Figure 1. Met2 routing (run 1).
Cells faint in the background.
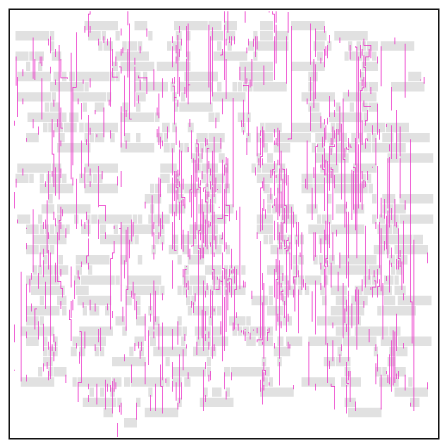
Figure 2. Routing congestion (run 1).
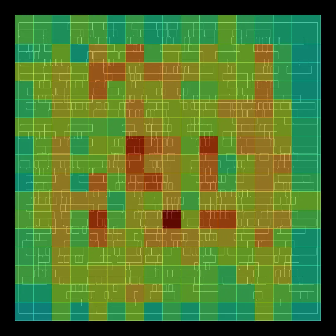
Figure 3. Clock network drawn from the DEF (run 1).
The bar under the picture is 20 um long.
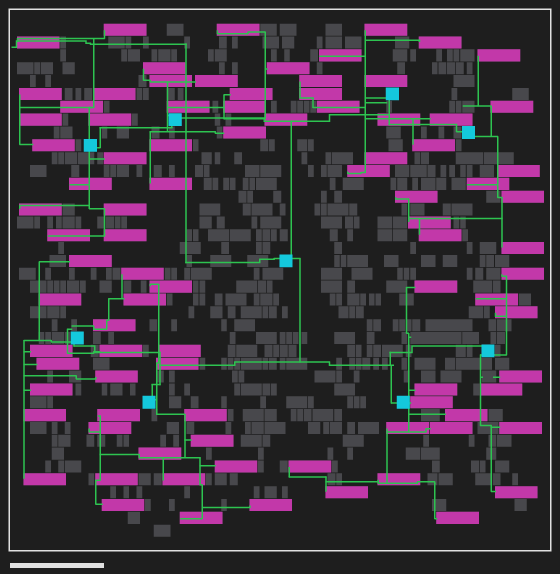
Figure 4. Met3 routing (run 1).
The bar under the picture is 20 um long. Cells faint in the background.
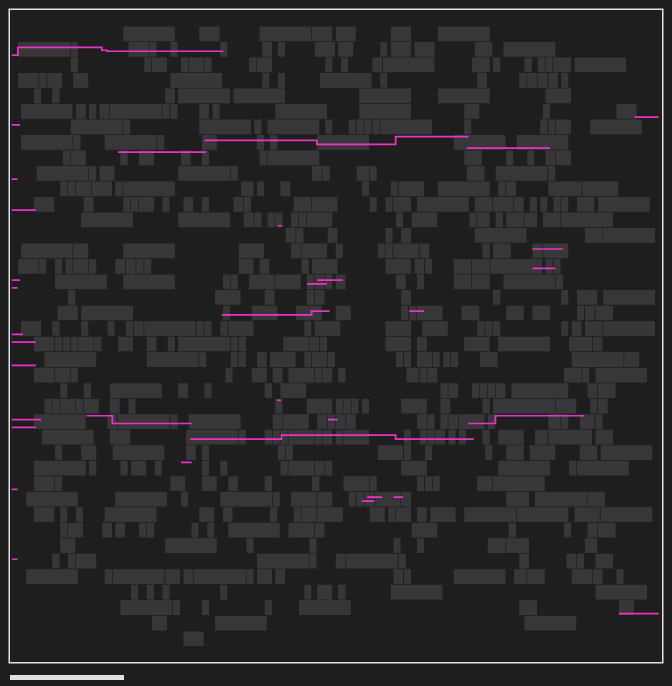
### src/rtl/rgb_pwm_pkg.sv
// ---------------------------------------------------------------------------
// rgb_pwm_pkg
// Shared definitions for the multi-channel RGB PWM driver: channel mode
// encodings, named color constants and a helper that sizes the channel
// index field.
// ---------------------------------------------------------------------------
package rgb_pwm_pkg;

    // Per-channel operating mode as written through the settings port
    typedef enum logic [1:0] {
        MODE_OFF     = 2'd0,
        MODE_SOLID   = 2'd1,
        MODE_BLINK   = 2'd2,
        MODE_BREATHE = 2'd3
    } mode_t;

    // {R,G,B} enable patterns
    localparam logic [2:0] BLACK = 3'b000;
    localparam logic [2:0] RED   = 3'b100;
    localparam logic [2:0] GREEN = 3'b010;
    localparam logic [2:0] BLUE  = 3'b001;
    localparam logic [2:0] WHITE = 3'b111;

    // Width of the channel index; a single channel still needs one bit
    function automatic int ch_width(input int n);
        return (n > 1) ? $clog2(n) : 1;
    endfunction

endpackage

### src/rtl/pwm_channel.sv
// ---------------------------------------------------------------------------
// pwm_channel
// One RGB channel: shadow and active settings, mode decode, duty compare and
// the registered color output.
//
// Ports:
//   clk, rst      clock, asynchronous active-low reset
//   we            decoded write strobe for this channel
//   wr_color      {R,G,B} enable to write
//   wr_duty       duty value to write
//   wr_mode       mode to write (rgb_pwm_pkg::mode_t encoding)
//   c             shared PWM counter
//   blink_msb     blink phase; channel is dark in BLINK mode while high
//   tri_val       triangular ramp level used by BREATHE mode
//   boundary      high on the edge that ends a PWM period
//   rgb           registered color output of this channel
// ---------------------------------------------------------------------------
module pwm_channel
    import rgb_pwm_pkg::*;
#(
    parameter int W = 8
) (
    input  logic         clk,
    input  logic         rst,
    input  logic         we,
    input  logic [2:0]   wr_color,
    input  logic [W-1:0] wr_duty,
    input  logic [1:0]   wr_mode,
    input  logic [W-1:0] c,
    input  logic         blink_msb,
    input  logic [W-1:0] tri_val,
    input  logic         boundary,
    output logic [2:0]   rgb
);

    logic [2:0]   shadow_color;
    logic [W-1:0] shadow_duty;
    mode_t        shadow_mode;
    logic [2:0]   active_color;
    logic [W-1:0] active_duty;
    mode_t        active_mode;

    logic [W-1:0] duty_eff;
    logic         on;

    // Writes land in the shadow set at any time; the active set only changes
    // on the period boundary so a period never mixes old and new settings.
    // A write coinciding with the boundary bypasses the shadow so it is not
    // delayed by a whole extra period.
    always_ff @(posedge clk or negedge rst) begin
        if (!rst) begin
            shadow_color <= '0;
            shadow_duty  <= '0;
            shadow_mode  <= MODE_OFF;
            active_color <= '0;
            active_duty  <= '0;
            active_mode  <= MODE_OFF;
            rgb          <= '0;
        end else begin
            if (we) begin
                shadow_color <= wr_color;
                shadow_duty  <= wr_duty;
                shadow_mode  <= mode_t'(wr_mode);
            end
            if (boundary) begin
                active_color <= we ? wr_color : shadow_color;
                active_duty  <= we ? wr_duty : shadow_duty;
                active_mode  <= we ? mode_t'(wr_mode) : shadow_mode;
            end
            rgb <= {3{on}} & active_color;
        end
    end

    // Breathing clamps the ramp at the programmed duty so the peak
    // brightness follows the duty setting.
    always_comb begin
        duty_eff = (tri_val < active_duty) ? tri_val : active_duty;
        on       = 1'b0;
        case (active_mode)
            MODE_SOLID:   on = (c < active_duty);
            MODE_BLINK:   on = (c < active_duty) && !blink_msb;
            MODE_BREATHE: on = (c < duty_eff);
            default:      on = 1'b0;
        endcase
    end

endmodule

### src/rtl/rgb_pwm_multi.sv
// ---------------------------------------------------------------------------
// rgb_pwm_multi
// Drives NCH RGB LEDs from one shared PWM timebase. Each channel has its own
// color, duty and mode, updated glitch-free at PWM period boundaries.
//
// Ports:
//   clk         system clock
//   rst         asynchronous active-low reset
//   wr_en       one-cycle write strobe for channel settings
//   wr_ch       channel index; indices >= NCH are ignored
//   wr_color    {R,G,B} enable
//   wr_duty     duty; on-time = duty / 2^W of the period
//   wr_mode     0=OFF 1=SOLID 2=BLINK 3=BREATHE
//   RGB         channel i on RGB[3i+2:3i], registered
//   period_end  one-cycle pulse on the first cycle of each period
// ---------------------------------------------------------------------------
module rgb_pwm_multi
    import rgb_pwm_pkg::*;
#(
    parameter int NCH = 2,
    parameter int W   = 8,
    parameter int PRE = 8,
    parameter int BLK = 6,
    localparam int CW = ch_width(NCH)
) (
    input  logic             clk,
    input  logic             rst,
    input  logic             wr_en,
    input  logic [CW-1:0]    wr_ch,
    input  logic [2:0]       wr_color,
    input  logic [W-1:0]     wr_duty,
    input  logic [1:0]       wr_mode,
    output logic [3*NCH-1:0] RGB,
    output logic             period_end
);

    logic [PRE-1:0] p;
    logic [W-1:0]   c;
    logic [BLK-1:0] b;
    logic [W:0]     r;
    logic           tick;
    logic           boundary;
    logic [W-1:0]   tri_val;

    assign tick     = &p;
    assign boundary = tick && (&c);

    // Ramp folds at its midpoint: counts up through the lower half of r,
    // then back down through the upper half.
    assign tri_val  = r[W] ? ~r[W-1:0] : r[W-1:0];

    // Shared timebase: prescaler, PWM counter, and the per-period blink and
    // ramp counters that all advance together when the PWM counter wraps.
    always_ff @(posedge clk or negedge rst) begin
        if (!rst) begin
            p          <= '0;
            c          <= '0;
            b          <= '0;
            r          <= '0;
            period_end <= 1'b0;
        end else begin
            p          <= p + 1'b1;
            period_end <= boundary;
            if (tick) begin
                c <= c + 1'b1;
            end
            if (boundary) begin
                b <= b + 1'b1;
                r <= r + 1'b1;
            end
        end
    end

    // One channel slice per LED; the write decode lives here so an index
    // beyond NCH simply matches no slice.
    for (genvar i = 0; i < NCH; i++) begin : g_ch
        logic we;
        assign we = wr_en && (wr_ch == CW'(i));

        pwm_channel #(
            .W (W)
        ) u_ch (
            .clk       (clk),
            .rst       (rst),
            .we        (we),
            .wr_color  (wr_color),
            .wr_duty   (wr_duty),
            .wr_mode   (wr_mode),
            .c         (c),
            .blink_msb (b[BLK-1]),
            .tri_val   (tri_val),
            .boundary  (boundary),
            .rgb       (RGB[3*i +: 3])
        );
    end

endmodule

### config.mk
export PLATFORM = sky130hd
export DESIGN_NAME = rgb_pwm_multi
export DESIGN_NICKNAME = d
export VERILOG_FILES = /design/src/rtl/rgb_pwm_pkg.sv /design/src/rtl/pwm_channel.sv /design/src/rtl/rgb_pwm_multi.sv
export SDC_FILE = /design/constraint.sdc
export NUM_CORES = 1
export LEC_CHECK = 0
export ABC_AREA = 1
export CAP_MARGIN = 20
export CORE_UTILIZATION = 39
export CTS_BUF_LIST = sky130_fd_sc_hd__clkbuf_4
export CTS_CLUSTER_DIAMETER = 150
export CTS_CLUSTER_SIZE = 8
export DETAILED_ROUTE_END_ITERATION = 6
export GPL_TIMING_DRIVEN = 1
export MAX_ROUTING_LAYER = met4
export PLACE_DENSITY_LB_ADDON = 0.05
export SYNTH_ARGS = -nofsm -noshare
export SYNTH_HDL_FRONTEND = slang
export SYNTH_SLANG_ARGS = --single-unit
### constraint.sdc
create_clock -name clk -period 5.68 [get_ports clk]
set_input_delay 0.568 -clock clk [delete_from_list [all_inputs] [get_ports clk]]
set_output_delay 0.568 -clock clk [all_outputs]
set_load 0.03 [all_outputs]
==> impl_metrics.ini, run 1 <==
; physical design summary
[run_status]
status = finished clean

[layout]
final_cells = 753
largestRegisters = g_ch.u_ch.active_duty: 16 flops, g_ch.u_ch.shadow_duty: 16 flops, r: 9 flops
final_area_mm2 = 0.00547
seq_cells = 90
num-nonclk-inverters = 92
clk_share_pct = 2.29
signal_buffers = 25

[power_and_ir_drop]
ir_worst_vdd_v = 0.000156
top_power_group = registers
p_seq_share_pct = 61.3

[logic_synthesis]
yosysTopAreaCellShare_pct = 45.8
mux_area_share_pct = 0.229
edf_count = 0
synthCells = 559

[global_routing]
grt_max_degree = 57
use_met2_pct = 27.7
grt_pass1_vias = 3561

[worst_setup_path]
r2r_cells = 15
cp.depth = 15
cp_data_arrival_time_ns = 3.85
required_ns = 6.08
crit_fanout = 15
cp-startpoint = r[8]
crit_slowest_cell = dfrtp_1
crit_chain = xor2_1 > ha_1 > a21oi_1 > nor2_1 > a211oi_1 > nand2_1 > o21ai_0 > ha_1 > a21oi_1 > nor2_1 > a2111oi_0 > nand2_1 > nand2_1 > nand2_1 > nor2_1

[clocking]
hold_buffers = 0
cts_tree = yes
cts_root_buf = clkbuf_4
clockBufferDepth = 2

[floorplanning]
die-height_um = 114
taps = 168

[route]
drc_errors = 0
dr_wl_met2_mm = 4.35

[sta]
grt_setup_unrepaired = no
worst_pin_slew_ns = 0.938
Notes on Figure 1 above:
share of all routed wire: 44%
nets with wire on the layer: 504
main direction: vertical
wire length on this layer: 4350 um

Notes on Figure 2 above:
met1 Use GR: 23.0%
GR met3 Demand/Resource: 5.08%
final core occ: 45.0%
most used routing layer in global routing: met2

Notes on Figure 3 above:
[green] clock wires | length: 1240 um
[magenta] flip-flops | count: 90
[cyan] cells driving clock nets | count: 9
routed clock nets: 10

Notes on Figure 4 above:
main direction: horizontal
nets with wire on the layer: 26
longest straight run: 20.2 um
wire length on this layer: 292 um

Figure 5. Wiring by layer (run 1).
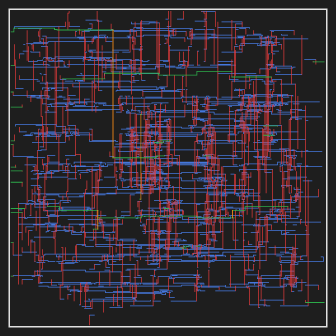

==> run 2: changes to the inputs <==
==> constraint.sdc (replaced) <==
create_clock -name clk -period 2.8 [get_ports clk]
set_input_delay 0.28 -clock clk [delete_from_list [all_inputs] [get_ports clk]]
set_output_delay 0.28 -clock clk [all_outputs]
set_load 0.03 [all_outputs]
Figure 6. Wiring by layer (run 2).
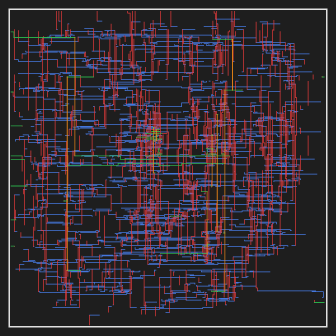
| color | layer | wire length |
|---|---|---|
| blue | met1 | 5180 um |
| orange | met4 | 307 um |
| red | met2 | 4700 um |
| green | met3 | 268 um |

==> run 2 against run 1 <==
Against the previous run: the flow now finishes with violations (setup timing); hold slack gained 0.22 ns; largest cell class unchanged; sequential power grew 100%; count of clock-buffer cells in the layout is the same.
==> impl_metrics.ini, run 2 <==
; physical design summary
[power_and_ir_drop]
p_leak_nw = 3.34
p_seq_share_pct = 58.1
top_power_group = registers
ir_worst_vdd_v = 0.000305

[logic_synthesis]
synthCells = 559
edf_count = 0
mux_area_share_pct = 0.229
yosysTopAreaCellShare_pct = 45.8
flop_cell = dfrtp_1

[clocking]
cts_resized = 30
cts_htree_levels = 3
hold_buffers = 1
clockBufferDepth = 2
cts_tree = yes
cts_root_buf = clkbuf_4

[sta]
setup_viol = 6
skew_ns = 0.0171
fin_hold_ws_ns = 0.308
setup_slack_ns = -0.226
worst_pin_slew_ns = 0.894

[layout]
utilization_pct = 49.8
num-nonclk-inverters = 92
final_area_mm2 = 0.00606
signal_buffers = 55
seq_cells = 90
clk_share_pct = 2.62

[worst_setup_path]
crit_family = AND-OR/OR-AND gates
r2r_cells = 18
cp.depth = 18
cp_data_arrival_time_ns = 3.44
crit_chain = buf_12 > xor2_2 > ha_1 > a21oi_2 > nor2_2 > a211oi_2 > buf_4 > nand2_2 > nand2_1 > o21ai_1 > ha_1 > nand2_2 > nor2_1 > a2111oi_2 > nand2_1 > nand2_1 > nand2_2 > nor2_1
crit_slowest_cell = dfrtp_2
cp-startpoint = r[8]
required_ns = 3.22
crit_fanout = 7

[route]
vias = 3709
ant_nets = 0
met1_length_mm = 5.18
dr_wl_met2_mm = 4.70
wl_per_cell_um = 13.3

[global_routing]
grt_busiest_layer = met2
grt_max_degree = 57
grt_pass1_vias = 3835
use_met2_pct = 28.4
grt_use_met1_pct = 24.0

[run_status]
violations = setup timing
status = finished with violations

[floorplanning]
die-height_um = 114
taps = 168
die_w_um = 114

[placed_design]
port_buffers = 23

[min_path]
hold_class = in2async
Figure 7. Met2 routing (run 2).
Cells faint in the background.
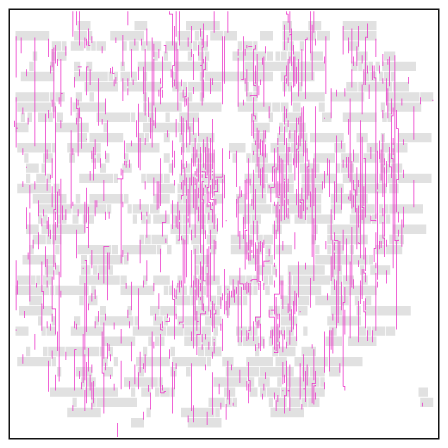

==> run 3: changes to the inputs <==
--- a/config.mk
+++ b/config.mk
@@ -6,14 +6,13 @@
 export NUM_CORES = 1
 export LEC_CHECK = 0
 export ABC_AREA = 1
-export CAP_MARGIN = 20
-export CORE_UTILIZATION = 39
+export CAP_MARGIN = 30
+export CORE_UTILIZATION = 44
 export CTS_BUF_LIST = sky130_fd_sc_hd__clkbuf_4
 export CTS_CLUSTER_DIAMETER = 150
 export CTS_CLUSTER_SIZE = 8
 export DETAILED_ROUTE_END_ITERATION = 6
 export GPL_TIMING_DRIVEN = 1
-export MAX_ROUTING_LAYER = met4
 export PLACE_DENSITY_LB_ADDON = 0.05
 export SYNTH_ARGS = -nofsm -noshare
 export SYNTH_HDL_FRONTEND = slang
Figure 8. Met2 routing (run 3).
Cells faint in the background.
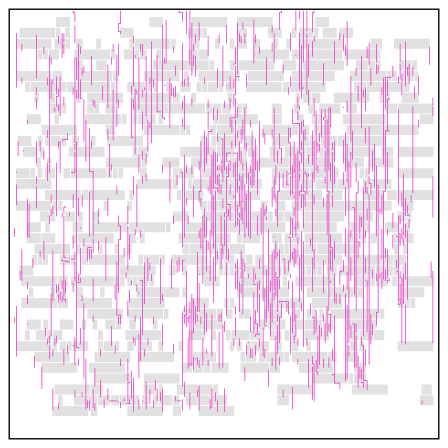
main direction: vertical
wire length on this layer: 4450 um
longest straight run: 51.7 um

==> run 3 against run 2 <==
Against the previous run: the flow still finishes with violations (setup timing); sequential power about the same; combinational power about the same; design area increased by 1.2%; hold slack got worse by 0.026 ns; routed wire length decreased by 1.7%; first-iteration DRC count unchanged; area after synthesis unchanged; clock power about the same; critical path type unchanged.
==> impl_metrics.ini, run 3 <==
; physical design summary
[placed_design]
dpl.hpwl_mm = 7.19
port_buffers = 23

[run_status]
violations = setup timing
status = finished with violations

[worst_setup_path]
required_ns = 3.20
rrSetupSlack_ns = -0.30
cp-startpoint = r[8]
crit_slowest_cell = dfrtp_2
crit_family = AND-OR/OR-AND gates
crit_type = reg2reg
timing.rr.end = g_ch[0].u_ch.rgb[1]
crit_fanout = 5
cp.depth = 17
crit_chain = buf_6 > xor2_4 > ha_1 > a21oi_1 > nor2_1 > a211oi_2 > nand2_2 > nand2_2 > o21ai_2 > ha_1 > a21oi_2 > nor2_1 > a2111oi_2 > nand2_1 > nand2_1 > nand2_2 > nor2_1
startpoint_type = register
r2r_cells = 17
cp_data_arrival_time_ns = 3.50

[clocking]
cts_tree = yes
cts_root_buf = clkbuf_4
clockBufferDepth = 2
cts_htree_levels = 3
cts_resized = 30
hold_buffers = 1

[layout]
largestRegisters = g_ch.u_ch.active_duty: 16 flops, g_ch.u_ch.shadow_duty: 16 flops, r: 9 flops
seq_share_pct = 36.8
most-common-layout-cells = 121 x nand2_1, 92 x inv_1, 89 x dfrtp_1
clockBufferCount = 9
signal_buffers = 66
seq_cells = 90
utilization_pct = 56.3
final_cells = 769
final_area_mm2 = 0.00613
buffer_area_share_pct = 9.80
num-nonclk-inverters = 92

[global_routing]
grt-ovfl-total = 0
grtUsageMet3_pct = 3.33
grt_busiest_layer = met2
grt_pass1_vias = 3571
grt_max_degree = 57
grt_use_met1_pct = 27.9

[logic_synthesis]
mux_area_share_pct = 0.229
edf_count = 0
synthCells = 559
yosysTopAreaCellShare_pct = 45.8
synthXorXnorAreaFrac_pct = 5.52
flop_cell = dfrtp_1

[route]
wl_per_cell_um = 13.4
met1_length_mm = 5.25
drc_errors = 0
vias = 3690
ant_nets = 0
dr_wl_met2_mm = 4.45

[power_and_ir_drop]
ir_worst_vdd_v = 0.000340
p_seq_share_pct = 58.2
top_power_group = registers
pg_clk_w = 0.000819
p_leak_nw = 3.38

[sta]
worst_pin_slew_ns = 0.897
maxSlewViolCount = 0
grt_setup_unrepaired = yes
setup_slack_ns = -0.303
skew_ns = 0.0230
setup_viol = 6
fin_hold_ws_ns = 0.282

[floorplanning]
die-height_um = 108
taps = 140
die_w_um = 108

[min_path]
hold_class = in2async
Power is estimated from default activity; no workload was simulated.
